## src/rtl/bus_dtack_generator.sv

```systemverilog
// 68000 bus-cycle responder: qualifies CPU strobes, times per-region wait states,
// forwards external acknowledges and raises BERR on timeout or unmapped access.
module bus_dtack_generator #(
    parameter int unsigned ROM_WAIT = 1,
    parameter int unsigned RAM_WAIT = 1,
    parameter int unsigned IO_WAIT  = 2,
    parameter int unsigned VGA_WAIT = 3,
    parameter int unsigned TIMEOUT  = 64
) (
    input  logic Clk,
    input  logic Reset_L,
    input  logic AS_L,
    input  logic UDS_L,
    input  logic LDS_L,
    input  logic OnChipRomSelect_H,
    input  logic OnChipRamSelect_H,
    input  logic DramSelect_H,
    input  logic IOSelect_H,
    input  logic CanBusSelect_H,
    input  logic vga_select_H,
    input  logic DramDtack_L,
    input  logic CanBusDtack_L,
    output logic DtackOut_L,
    output logic BERR_L,
    output logic CycleActive_H,
    output logic BerrSticky_H
);

    localparam int unsigned CntW = 8;

    localparam logic [2:0] Idle    = 3'd0;
    localparam logic [2:0] IntWait = 3'd1;
    localparam logic [2:0] ExtWait = 3'd2;
    localparam logic [2:0] Ack     = 3'd3;
    localparam logic [2:0] Error   = 3'd4;

    localparam logic [1:0] SrcNone = 2'd0;
    localparam logic [1:0] SrcDram = 2'd1;
    localparam logic [1:0] SrcCan  = 2'd2;

    localparam logic [CntW-1:0] TimeoutCnt = CntW'(TIMEOUT);

    logic [2:0]      state, stateNext;
    logic [CntW-1:0] waitCnt, waitNext;
    logic [CntW-1:0] toCnt, toNext;
    logic [1:0]      extSrc, srcNext;

    logic            strobe;
    logic            extAck;
    logic            intHit;
    logic [CntW-1:0] intWait;
    logic [CntW-1:0] waitDec;
    logic [CntW-1:0] toInc;

    // Region decode in priority order ROM > RAM > DRAM > IO > CAN > VGA
    always_comb begin
        intHit  = 1'b0;
        intWait = '0;
        srcNext = SrcNone;
        if (OnChipRomSelect_H) begin
            intHit  = 1'b1;
            intWait = CntW'(ROM_WAIT);
        end else if (OnChipRamSelect_H) begin
            intHit  = 1'b1;
            intWait = CntW'(RAM_WAIT);
        end else if (DramSelect_H) begin
            srcNext = SrcDram;
        end else if (IOSelect_H) begin
            intHit  = 1'b1;
            intWait = CntW'(IO_WAIT);
        end else if (CanBusSelect_H) begin
            srcNext = SrcCan;
        end else if (vga_select_H) begin
            intHit  = 1'b1;
            intWait = CntW'(VGA_WAIT);
        end
    end

    // Next-state and counter logic
    always_comb begin
        stateNext = state;
        waitNext  = waitCnt;
        toNext    = toCnt;
        strobe    = !AS_L && (!UDS_L || !LDS_L);
        extAck    = ((extSrc == SrcDram) && !DramDtack_L) ||
                    ((extSrc == SrcCan)  && !CanBusDtack_L);
        waitDec   = waitCnt - CntW'(1);
        toInc     = toCnt + CntW'(1);

        case (state)
            Idle: begin
                if (strobe) begin
                    toNext = '0;
                    if (intHit) begin
                        waitNext  = intWait;
                        stateNext = (intWait == '0) ? Ack : IntWait;
                    end else begin
                        stateNext = ExtWait;
                    end
                end
            end
            IntWait: begin
                toNext = toInc;
                if (AS_L)                     stateNext = Idle;
                else if (waitDec == '0)       stateNext = Ack;
                else if (toInc == TimeoutCnt) stateNext = Error;
                if (!AS_L) waitNext = waitDec;
            end
            ExtWait: begin
                toNext = toInc;
                if (AS_L)                     stateNext = Idle;
                else if (extAck)              stateNext = Ack;
                else if (toInc == TimeoutCnt) stateNext = Error;
            end
            Ack, Error: begin
                if (AS_L) stateNext = Idle;
            end
            default: stateNext = Idle;
        endcase
    end

    // State, counters and registered outputs; reset is synchronous
    always_ff @(posedge Clk) begin
        if (!Reset_L) begin
            state         <= Idle;
            waitCnt       <= '0;
            toCnt         <= '0;
            extSrc        <= SrcNone;
            DtackOut_L    <= 1'b1;
            BERR_L        <= 1'b1;
            CycleActive_H <= 1'b0;
            BerrSticky_H  <= 1'b0;
        end else begin
            state         <= stateNext;
            waitCnt       <= waitNext;
            toCnt         <= toNext;
            if (state == Idle) extSrc <= srcNext;
            DtackOut_L    <= (stateNext != Ack);
            BERR_L        <= (stateNext != Error);
            CycleActive_H <= (stateNext != Idle);
            BerrSticky_H  <= BerrSticky_H || (stateNext == Error);
        end
    end

endmodule

```

## config.mk

```make
export PLATFORM = sky130hd
export DESIGN_NAME = bus_dtack_generator
export DESIGN_NICKNAME = d
export VERILOG_FILES = /design/src/rtl/bus_dtack_generator.sv
export SDC_FILE = /design/constraint.sdc
export NUM_CORES = 1
export LEC_CHECK = 0
export CAP_MARGIN = 20
export CORE_UTILIZATION = 40
export CTS_CLUSTER_SIZE = 25
export DETAILED_ROUTE_END_ITERATION = 16
export GPL_TIMING_DRIVEN = 1
export PLACE_DENSITY = 0.56
export SETUP_SLACK_MARGIN = 0.3
export SYNTH_ARGS = -nofsm -noshare
export SYNTH_HDL_FRONTEND = slang
export SYNTH_SLANG_ARGS = --single-unit
export TNS_END_PERCENT = 1
```

## constraint.sdc

```tcl
create_clock -name Clk -period 2.45 [get_ports Clk]
set_input_delay 0.245 -clock Clk [delete_from_list [all_inputs] [get_ports Clk]]
set_output_delay 0.245 -clock Clk [all_outputs]
set_load 0.005 [all_outputs]
```

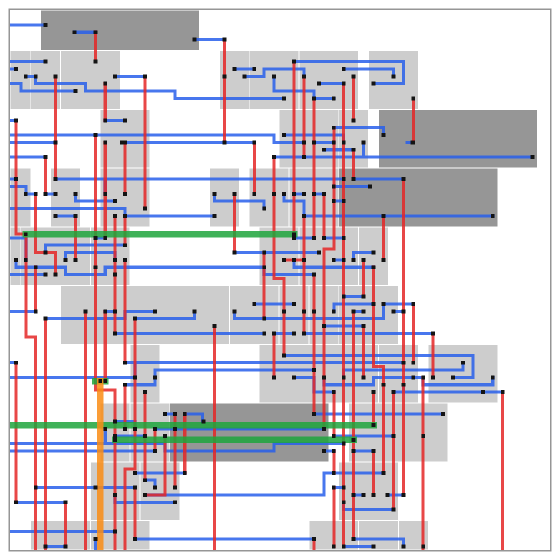
*Close-up of the layout, run 1*
Window x 34 to 59, y 34 to 59 um. Cells in grey, sequential cells in the stronger grey; small squares are vias.
layer	colour
M3	green
M1	blue
M2	red
M4	orange
netlist names of flops here include	`toCnt` (4)
sequential cells in the window	4
cells with their middle in the window	45
most frequent	nand2_1 (8), nor2_1 (4), dfxtp_1 (4)

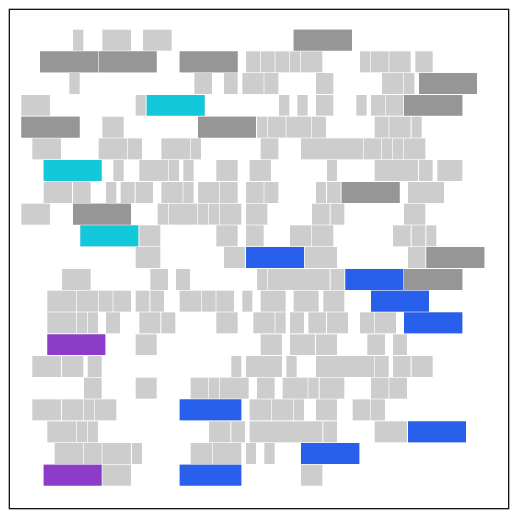
*Sequential cells grouped by signal name, run 1*
(8 px per um)
netlist name	colour	sequential cells
`waitCnt`	blue	8
`extSrc`	purple	2
`state`	cyan	3

==> results.sh, run 1 <==
# source this file to load flow results
export IMPL_ys_area_um2=1450
export IMPL_status="finished clean"
export IMPL_htree_levels=1
export IMPL_finalCriticalPeriod_ns=2.17
export IMPL_ys_cells=182
export IMPL_clock_sinks=25
export IMPL_reg2reg_slack_ns=0.28
export IMPL_root_buffer="clkbuf_4"
export IMPL_grt_pass1_vias=1328
export IMPL_layout_top_cell="nand2_1"
export IMPL_grt_first_pass_wirelength_um=5900
export IMPL_cts_setup_buffers=0
export IMPL_min_to="BerrSticky_H"
export IMPL_firstDrtPassIters=4
export IMPL_cp_slowest_stage_delay_ns=0.40
export IMPL_yosys_top_cells_count="dfxtp_1 (25), nand2_1 (25), nor2_1 (13)"
export IMPL_dr_max_layer_used="met4"
export IMPL_cts_tree="built"
export IMPL_worst_ep_required_time_ns=2.68
export IMPL_wl_met3_um=178
export IMPL_report_final_slew_viol_count=0
export IMPL_pwr_share_comb_pct=26.5
export IMPL_clkPwrFrac_pct=22.3
export IMPL_syn_nets=198
export IMPL_clk_path_buf_depth=2
export IMPL_antenna_found_initial=0
export IMPL_startpoint_type="flop"
export IMPL_top_cell_area_share_pct=34.5
export IMPL_hp_start="BerrSticky_H"
export IMPL_startpoint="waitCnt[1]"
export IMPL_swShare_pct=30.6
export IMPL_worst_pin_slew_ns=0.588
export IMPL_endpoint_kind="flop"
export IMPL_synth_top_cell_by_area="dfxtp_1"
export IMPL_synth_edff_count=0
export IMPL_avgSynthCellArea_um2=7.97
export IMPL_yosys_top_cells_area="dfxtp_1 (34%), nand2_1 (6.5%), a21boi_0 (5.7%)"
export IMPL_drc_errors=0
export IMPL_critPathTopFamily="simple AND/OR/NAND/NOR gates"
export IMPL_reg2reg_depth=9
export IMPL_cp_data_arrival_time_ns=2.40
export IMPL_portBuffers=16
export IMPL_p_int_mw=0.610
export IMPL_n_antenna_cell=0
export IMPL_critPathBufInv=2
export IMPL_numSynthFlops=25
export IMPL_crit_chain="inv_2 -> ha_4 -> or3b_4 -> buf_12 -> nor4_4 -> nor4_4 -> o211a_1 -> nor4_1 -> o21ai_1"
export IMPL_synth_area_um2=1450
export IMPL_clk_pin_slew_ns=0.16
export IMPL_top_usage_layer="met2"
export IMPL_ys_flop_type="dfxtp_1"
export IMPL_rsz0062_at_grt="yes"
export IMPL_grt_max_degree=21
export IMPL_yosys_warnings=0
export IMPL_setup_viol=0
export IMPL_r2r_start="waitCnt[1]"
export IMPL_worst_path_most_repeated_cell="nor4_4"
export IMPL_die_h_um=62.2
export IMPL_pin_count=17
export IMPL_rows=21
export IMPL_warnings=28
export IMPL_fin_nets=223
export IMPL_gr_total_overflow=0
export IMPL_dr_total_vias=1427
export IMPL_met2_length_um=1630
export IMPL_power_density_nw_per_um2=490
export IMPL_viasPerCell=5.66
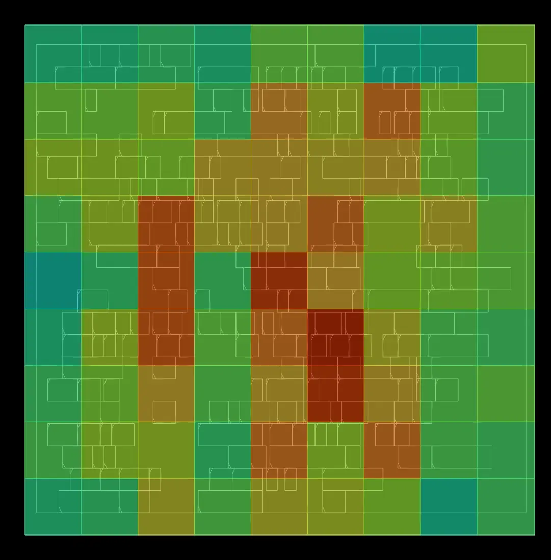
*Congestion heat map, run 1*
met1 Use GR: 24.2%
met3 GRT Util: 4.23%
final core occ: 52.6%
Wirelength per Cell: 13.9 um

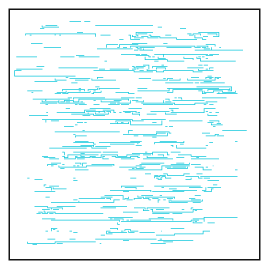
*Metal 1, run 1*
(4 px per um)
main direction	horizontal
longest straight run	22.5 um
share of all routed wire	47%

## run 1: worst reg2reg max path: cells and delay by family, from the launching register on
kind / cells / cell delay [ns]
adders and majority gates: 1 / 0.15
DFF: 1 / 0.35
AOI/OAI and AO/OA: 2 / 0.36
and+or+nand+nor: 4 / 1.02
buffers and inverters: 2 / 0.21
## run 1: logic make-up (layout without fill, tap and decap cells)
family / after synthesis / count (layout) / synth area share [%]
and+or+nand+nor: 82 / 82 / 29.9
AOI/OAI and AO/OA: 61 / 61 / 29.1
DFF: 25 / 25 / 34.5
buffers and inverters: 9 / 33 / 2.67
adders and majority gates: 3 / 3 / 2.59
xor gates and xnor gates: 2 / 2 / 1.21
## run 1: layout make-up
type / instances / area, um2 / share of cell area (%)
clock buffers: 3 / 22.5 / 1.25
clock inverters: 1 / 5.00 / 0.279
inverters: 3 / 11.3 / 0.627
multi-input cells: 148 / 948 / 52.8
flip-flops and latches: 25 / 503 / 28.0
well taps: 46 / 57.6 / 3.21
repair buffers: 26 / 248 / 13.8
## run 1: through the flow
step	cells	util (%)	setup WS [ns]	area [um2]	hold slack, ns
2_1_floorplan	182	-	0.401	1450	0.403
3_3_place_gp	243	49.2	0.261	1680	0.431
3_5_place_dp	243	49.2	0.211	1680	0.442
4_1_cts	247	50.3	0.305	1720	0.464
5_1_grt	252	52.6	0.191	1800	0.502
6_report	252	52.6	0.277	1800	0.458
## run 1: power groups by stage
stage / Combinational, mW / Clock (mW) / Sequential, mW
final: 0.233 / 0.196 / 0.449
after detailed placement: 0.190 / 0 / 0.454
after global routing: 0.255 / 0.228 / 0.453
after global placement: 0.187 / 0 / 0.454
after CTS: 0.196 / 0.204 / 0.446
after floorplan: 0.137 / 0 / 0.443
==> run 1 -> run 2 <==
--- a/config.mk
+++ b/config.mk
@@ -6,11 +6,11 @@
 export NUM_CORES = 1
 export LEC_CHECK = 0
 export CAP_MARGIN = 20
-export CORE_UTILIZATION = 40
+export CORE_UTILIZATION = 30
 export CTS_CLUSTER_SIZE = 25
 export DETAILED_ROUTE_END_ITERATION = 16
 export GPL_TIMING_DRIVEN = 1
-export PLACE_DENSITY = 0.56
+export PLACE_DENSITY = 0.44
 export SETUP_SLACK_MARGIN = 0.3
 export SYNTH_ARGS = -nofsm -noshare
 export SYNTH_HDL_FRONTEND = slang
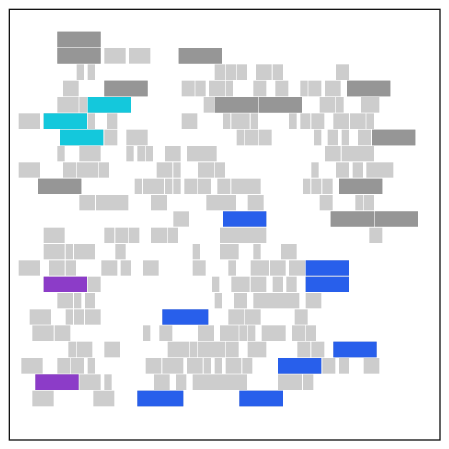
*Sequential cells grouped by signal name, run 2*
(6 px per um)
netlist name	colour	sequential cells
`waitCnt`	blue	8
`extSrc`	purple	2
`state`	cyan	3
not coloured	12

==> run 2 against run 1 <==
  * Fmax grew 0.93%
  * Clock skew fell by 0.0052 ns
  * Wire length is 2.3% higher
  * Sequential power hardly changed
  * Power rose by 4.6%
  * Synthesized cell count is the same
==> results.sh, run 2 <==
# source this file to load flow results
export IMPL_ys_area_um2=1450
export IMPL_reg2reg_slack_ns=0.30
export IMPL_avgSynthCellArea_um2=7.97
export IMPL_p_int_mw=0.654
export IMPL_min_to="BerrSticky_H"
export IMPL_warnings=28
export IMPL_rsz0062_at_grt="yes"
export IMPL_ys_sh_mux_pct=0
export IMPL_maxPowerGroup="registers"
export IMPL_swShare_pct=28.9
export IMPL_finalCriticalPeriod_ns=2.15
export IMPL_synth_top_cell_by_area="dfxtp_1"
export IMPL_hp_start="BerrSticky_H"
export IMPL_clk_pin_slew_ns=0.09
export IMPL_antenna_found_initial=0
export IMPL_viasPerCell=5.30
export IMPL_setup_viol=0
export IMPL_cts_tree="built"
export IMPL_clk_path_buf_depth=2
export IMPL_r2r_start="waitCnt[1]"
export IMPL_synthSimpleGateAreaFrac_pct=29.9
export IMPL_grt_pass1_vias=1282
export IMPL_synth_edff_count=0
export IMPL_synth_area_um2=1450
export IMPL_htree_levels=1
export IMPL_worst_pin_slew_ns=0.613
export IMPL_powerSeq_mw=0.448
export IMPL_yosys_warnings=0
export IMPL_fin_nets=222
export IMPL_worst_ep_required_time_ns=2.60
export IMPL_routedWlPerCell_um=13.9
export IMPL_reg2reg_depth=9
export IMPL_top_cell_area_share_pct=34.5
export IMPL_syn_nets=198
export IMPL_comb_power_mw=0.222
export IMPL_status="finished clean"
export IMPL_final_util_pct=40.1
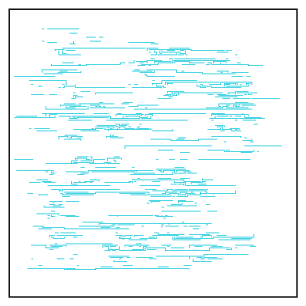
*Metal 1, run 2*
(4 px per um)
vias: 1363
met1 Use GR: 20.9%
drt total wl: 3580 um

run 2: cell counts after synthesis:
No cell type changed its count.
run 2: how the worst max path moves through the flow:
stage,from,to,slack (ns),cells past startpoint
3_3_place_gp,waitCnt[0],DtackOut_L,0.25,8
3_5_place_dp,waitCnt[0],DtackOut_L,0.23,8
6_report,waitCnt[1],CycleActive_H,0.30,9
2_1_floorplan,waitCnt[1],DtackOut_L,0.40,8
5_1_grt,waitCnt[1],DtackOut_L,0.23,8
4_1_cts,waitCnt[1],DtackOut_L,0.32,8
run 2: layer usage:
metal / part of all wire (%) / wire length (um) / up-vias / GRT usage [%]
met3: 1.8 / 66 / 2 / 2.11
met5: 0 / 0 / - / 0
met1: 54 / 1920 / 636 / 20.9
met4: 0.56 / 20 / 0 / 3.05
met2: 44 / 1570 / 15 / 22.9
li1: - / - / 710 / -
run 2: through the flow:
step | instances | area (um2) | setup slack, ns | power (mW)
global route | 257 | 1810 | 0.227 | 0.977
detailed placement | 249 | 1690 | 0.225 | 0.646
CTS | 254 | 1780 | 0.319 | 0.920
finish | 257 | 1810 | 0.296 | 0.920
global placement | 249 | 1690 | 0.245 | 0.646
floorplan | 182 | 1450 | 0.401 | 0.580
run 2: critical path, stage by stage, from the launching register on:
cell,delay (ns)
dfxtp_2,0.33
inv_2,0.07
ha_4,0.13
or3b_4,0.38
buf_4,0.15
nor4_4,0.22
nor4_4,0.10
o211a_1,0.26
nor4_1,0.29
o21ai_1,0.10
run 2: final cells by class:
cell class	count	area [um2]
Fill cell	467	2700
Multi-Input combinational cell	148	955
Sequential cell	25	503
Timing Repair Buffer	25	228
Tap cell	52	65.1
Clock buffer	4	45.0
Inverter	3	11.3
run 2: timing repair:
action	4_1_cts	5_1_grt
resized	8	2
hold buffers	0	0
pin swaps	3	4
setup buffers	1	3
setup endpoints to repair	5	5
==> run 2 -> run 3 <==
--- a/config.mk
+++ b/config.mk
@@ -10,7 +10,7 @@
 export CTS_CLUSTER_SIZE = 25
 export DETAILED_ROUTE_END_ITERATION = 16
 export GPL_TIMING_DRIVEN = 1
-export PLACE_DENSITY = 0.44
+export PLACE_DENSITY_LB_ADDON = 0.1
 export SETUP_SLACK_MARGIN = 0.3
 export SYNTH_ARGS = -nofsm -noshare
 export SYNTH_HDL_FRONTEND = slang
==> constraint.sdc (replaced) <==
create_clock -name Clk -period 2.2 [get_ports Clk]
set_input_delay 0.22 -clock Clk [delete_from_list [all_inputs] [get_ports Clk]]
set_output_delay 0.22 -clock Clk [all_outputs]
set_load 0.005 [all_outputs]
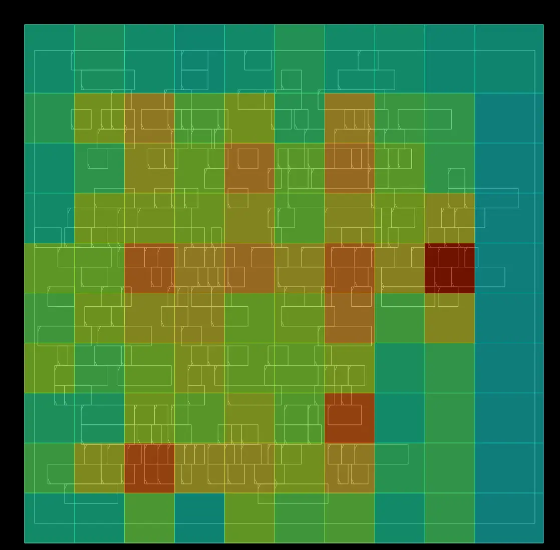
*Congestion heat map, run 3*
met3 GRT Util: 2.67%
Wirelength per Cell: 13.7 um
global route hottest layer: met2

==> run 3 against run 2 <==
  * Wire length shrank 0.73%
  * Largest power group unchanged
  * Final cell count is 0.78% higher
  * Synthesized cell count unchanged
  * Critical path type unchanged
  * Flip-flop count unchanged
  * Largest cell class unchanged
  * Final area rose by 0.69%
  * Clock skew hardly changed
==> results.sh, run 3 <==
# source this file to load flow results
export IMPL_status="finished clean"
export IMPL_yosys_top_cells_area="dfxtp_1 (34%), nand2_1 (6.5%), a21boi_0 (5.7%)"
export IMPL_critPathBufInv=1
export IMPL_layout_top_cell="nand2_1"
export IMPL_syn_nets=198
export IMPL_fillCellCount=476
export IMPL_portBuffers=16
export IMPL_power_density_nw_per_um2=566
export IMPL_swShare_pct=29.5
export IMPL_slowest_stage="or3b_4"
export IMPL_clock_sinks=25
export IMPL_cts_tree="built"
export IMPL_avgSynthCellArea_um2=7.97
export IMPL_final_cells=259
export IMPL_final_area_um2=1820
export IMPL_dpl_cell_area_um2=1730
export IMPL_firstDrtPassIters=4
export IMPL_r2r_start="waitCnt[0]"
export IMPL_pwr_share_comb_pct=24.2
export IMPL_comb_power_mw=0.250
export IMPL_synth_top_cell_by_area="dfxtp_1"
export IMPL_antenna_found_initial=0
export IMPL_finalCriticalPeriod_ns=2.07
export IMPL_rsz0062_at_grt="yes"
export IMPL_worst_ep_required_time_ns=2.37
export IMPL_yosys_top_cells_count="dfxtp_1 (25), nand2_1 (25), nor2_1 (13)"
export IMPL_powerSeq_mw=0.494
export IMPL_hold_ws_ns=0.448
export IMPL_final_util_pct=40.4
export IMPL_report_final_slew_viol_count=0
export IMPL_switchingPower_mw=0.304
export IMPL_ys_flop_type="dfxtp_1"
export IMPL_p_total_mw=1.03
export IMPL_gr_total_overflow=0
export IMPL_root_buffer="clkbuf_8"
export IMPL_crit_chain="inv_2 -> ha_4 -> or3b_4 -> o31a_1 -> nor4_4 -> o211a_1 -> o311a_1 -> nand2b_1"
export IMPL_die_h_um=71.6
export IMPL_viasPerCell=5.40
export IMPL_dr_total_vias=1399
export IMPL_place_inst=252
export IMPL_maxPowerGroup="registers"
export IMPL_place_ws_ns=0.0265
export IMPL_die_area_um2=5120
export IMPL_worst_pin_slew_ns=0.579
export IMPL_htree_levels=1
export IMPL_setup_viol=0
export IMPL_synth_area_um2=1450
export IMPL_clk_pin_slew_ns=0.10
export IMPL_grt_first_pass_wirelength_um=6010
export IMPL_drt_total_wl_um=3550
export IMPL_numSynthFlops=25
export IMPL_clk_path_buf_depth=2
export IMPL_fin_nets=224
export IMPL_pg_clk_mw=0.286
export IMPL_startpoint="waitCnt[0]"
export IMPL_drc_errors=0
export IMPL_ys_cells=182
export IMPL_yosys_warnings=0
export IMPL_setup_ws_ns=0.131
export IMPL_warnings=30
export IMPL_n_antenna_cell=0
export IMPL_top_cell_area_share_pct=34.5
export IMPL_clkPwrFrac_pct=27.8
export IMPL_startpoint_type="flop"
export IMPL_pin_count=17
export IMPL_endpoint_kind="flop"
export IMPL_p_int_mw=0.726
export IMPL_cp_data_arrival_time_ns=2.24
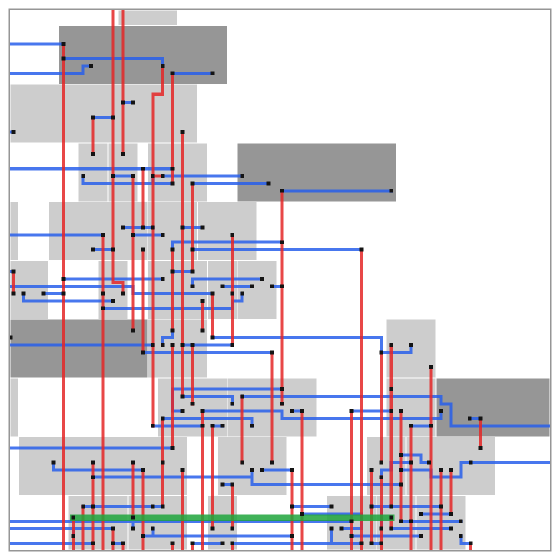
*Close-up of the layout, run 3*
Window x 41 to 66, y 41 to 66 um. Cells in grey, sequential cells in the stronger grey; small squares are vias.
layer	colour
M1	blue
M2	red
M3	green
cells with their middle in the window	30
most frequent	or3_1 (3)
netlist names of flops here include	`waitCnt` (4)
sequential cells in the window	4

## run 3: cell counts after synthesis
No cell type changed its count.
## run 3: layout make-up
| type | count | area [um2] | area share, % |
|---|---|---|---|
| Timing Repair Buffer | 27 | 243 | 13.3 |
| Clock buffer | 3 | 41.3 | 2.27 |
| Inverter | 3 | 11.3 | 0.619 |
| Tap cell | 52 | 65.1 | 3.58 |
| Clock inverter | 1 | 7.51 | 0.413 |
| Multi-Input combinational cell | 148 | 948 | 52.1 |
| Sequential cell | 25 | 503 | 27.6 |
## run 3: path summary, 6_finish.rpt
path / to / slack, ns / cells past startpoint
max reg2reg: DtackOut_L / 0.13 / 8
min reg2reg: BerrSticky_H / 0.45 / 2
min: BerrSticky_H / 0.45 / 2
max: DtackOut_L / 0.13 / 8
## run 3: worst reg2reg max path: stages (launching register included)
cell and delay [ns]:
dfxtp_2 0.34, inv_2 0.06, ha_4 0.13, or3b_4 0.40, o31a_1 0.29, nor4_4 0.25
o211a_1 0.23, o311a_1 0.21, nand2b_1 0.06
## run 3: timing repair
action | in CTS | in global routing
cloned | 0 | 0
pin swaps | 5 | 1
resized | 1 | 2
hold buffers | 0 | 0
buffers inserted | 3 | 0
endpoints found under the setup margin | 7 | 8
## run 3: cell families after synthesis
group	Yosys count	share of synthesized area [%]
flops	25	34.5
buf+inv	9	2.67
compound gates	61	29.1
xor+xnor	2	1.21
simple gates	82	29.9
fa+ha+maj	3	2.59
## run 3: per-layer routing
metal | vias to the layer above | global-route usage [%] | share of wire, %
met5 | - | 0 | 0
met4 | 0 | 3.92 | 0.56
met3 | 2 | 2.67 | 4.4
met2 | 38 | 23.3 | 44
met1 | 644 | 20.4 | 51
li1 | 715 | - | -

==> layout pictures side by side <==
Selected gate families.
(4 px per um)
picture 1
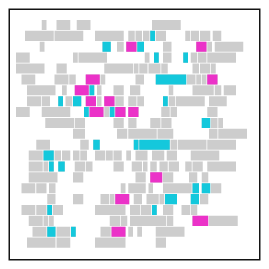
picture 2
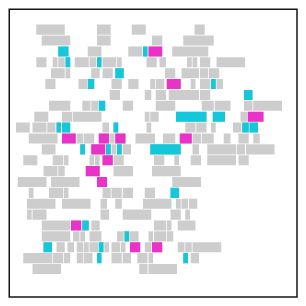
- largest die: picture 2
- picture 2 = run 3
- picture 1 = run 1

Key to picture 2:
family	colour	cells	most used
nor cells	cyan	27	nor2_1
non-inverting ao/oa cells	magenta	14	a21o_1

Power and IR drop assume default switching activity.
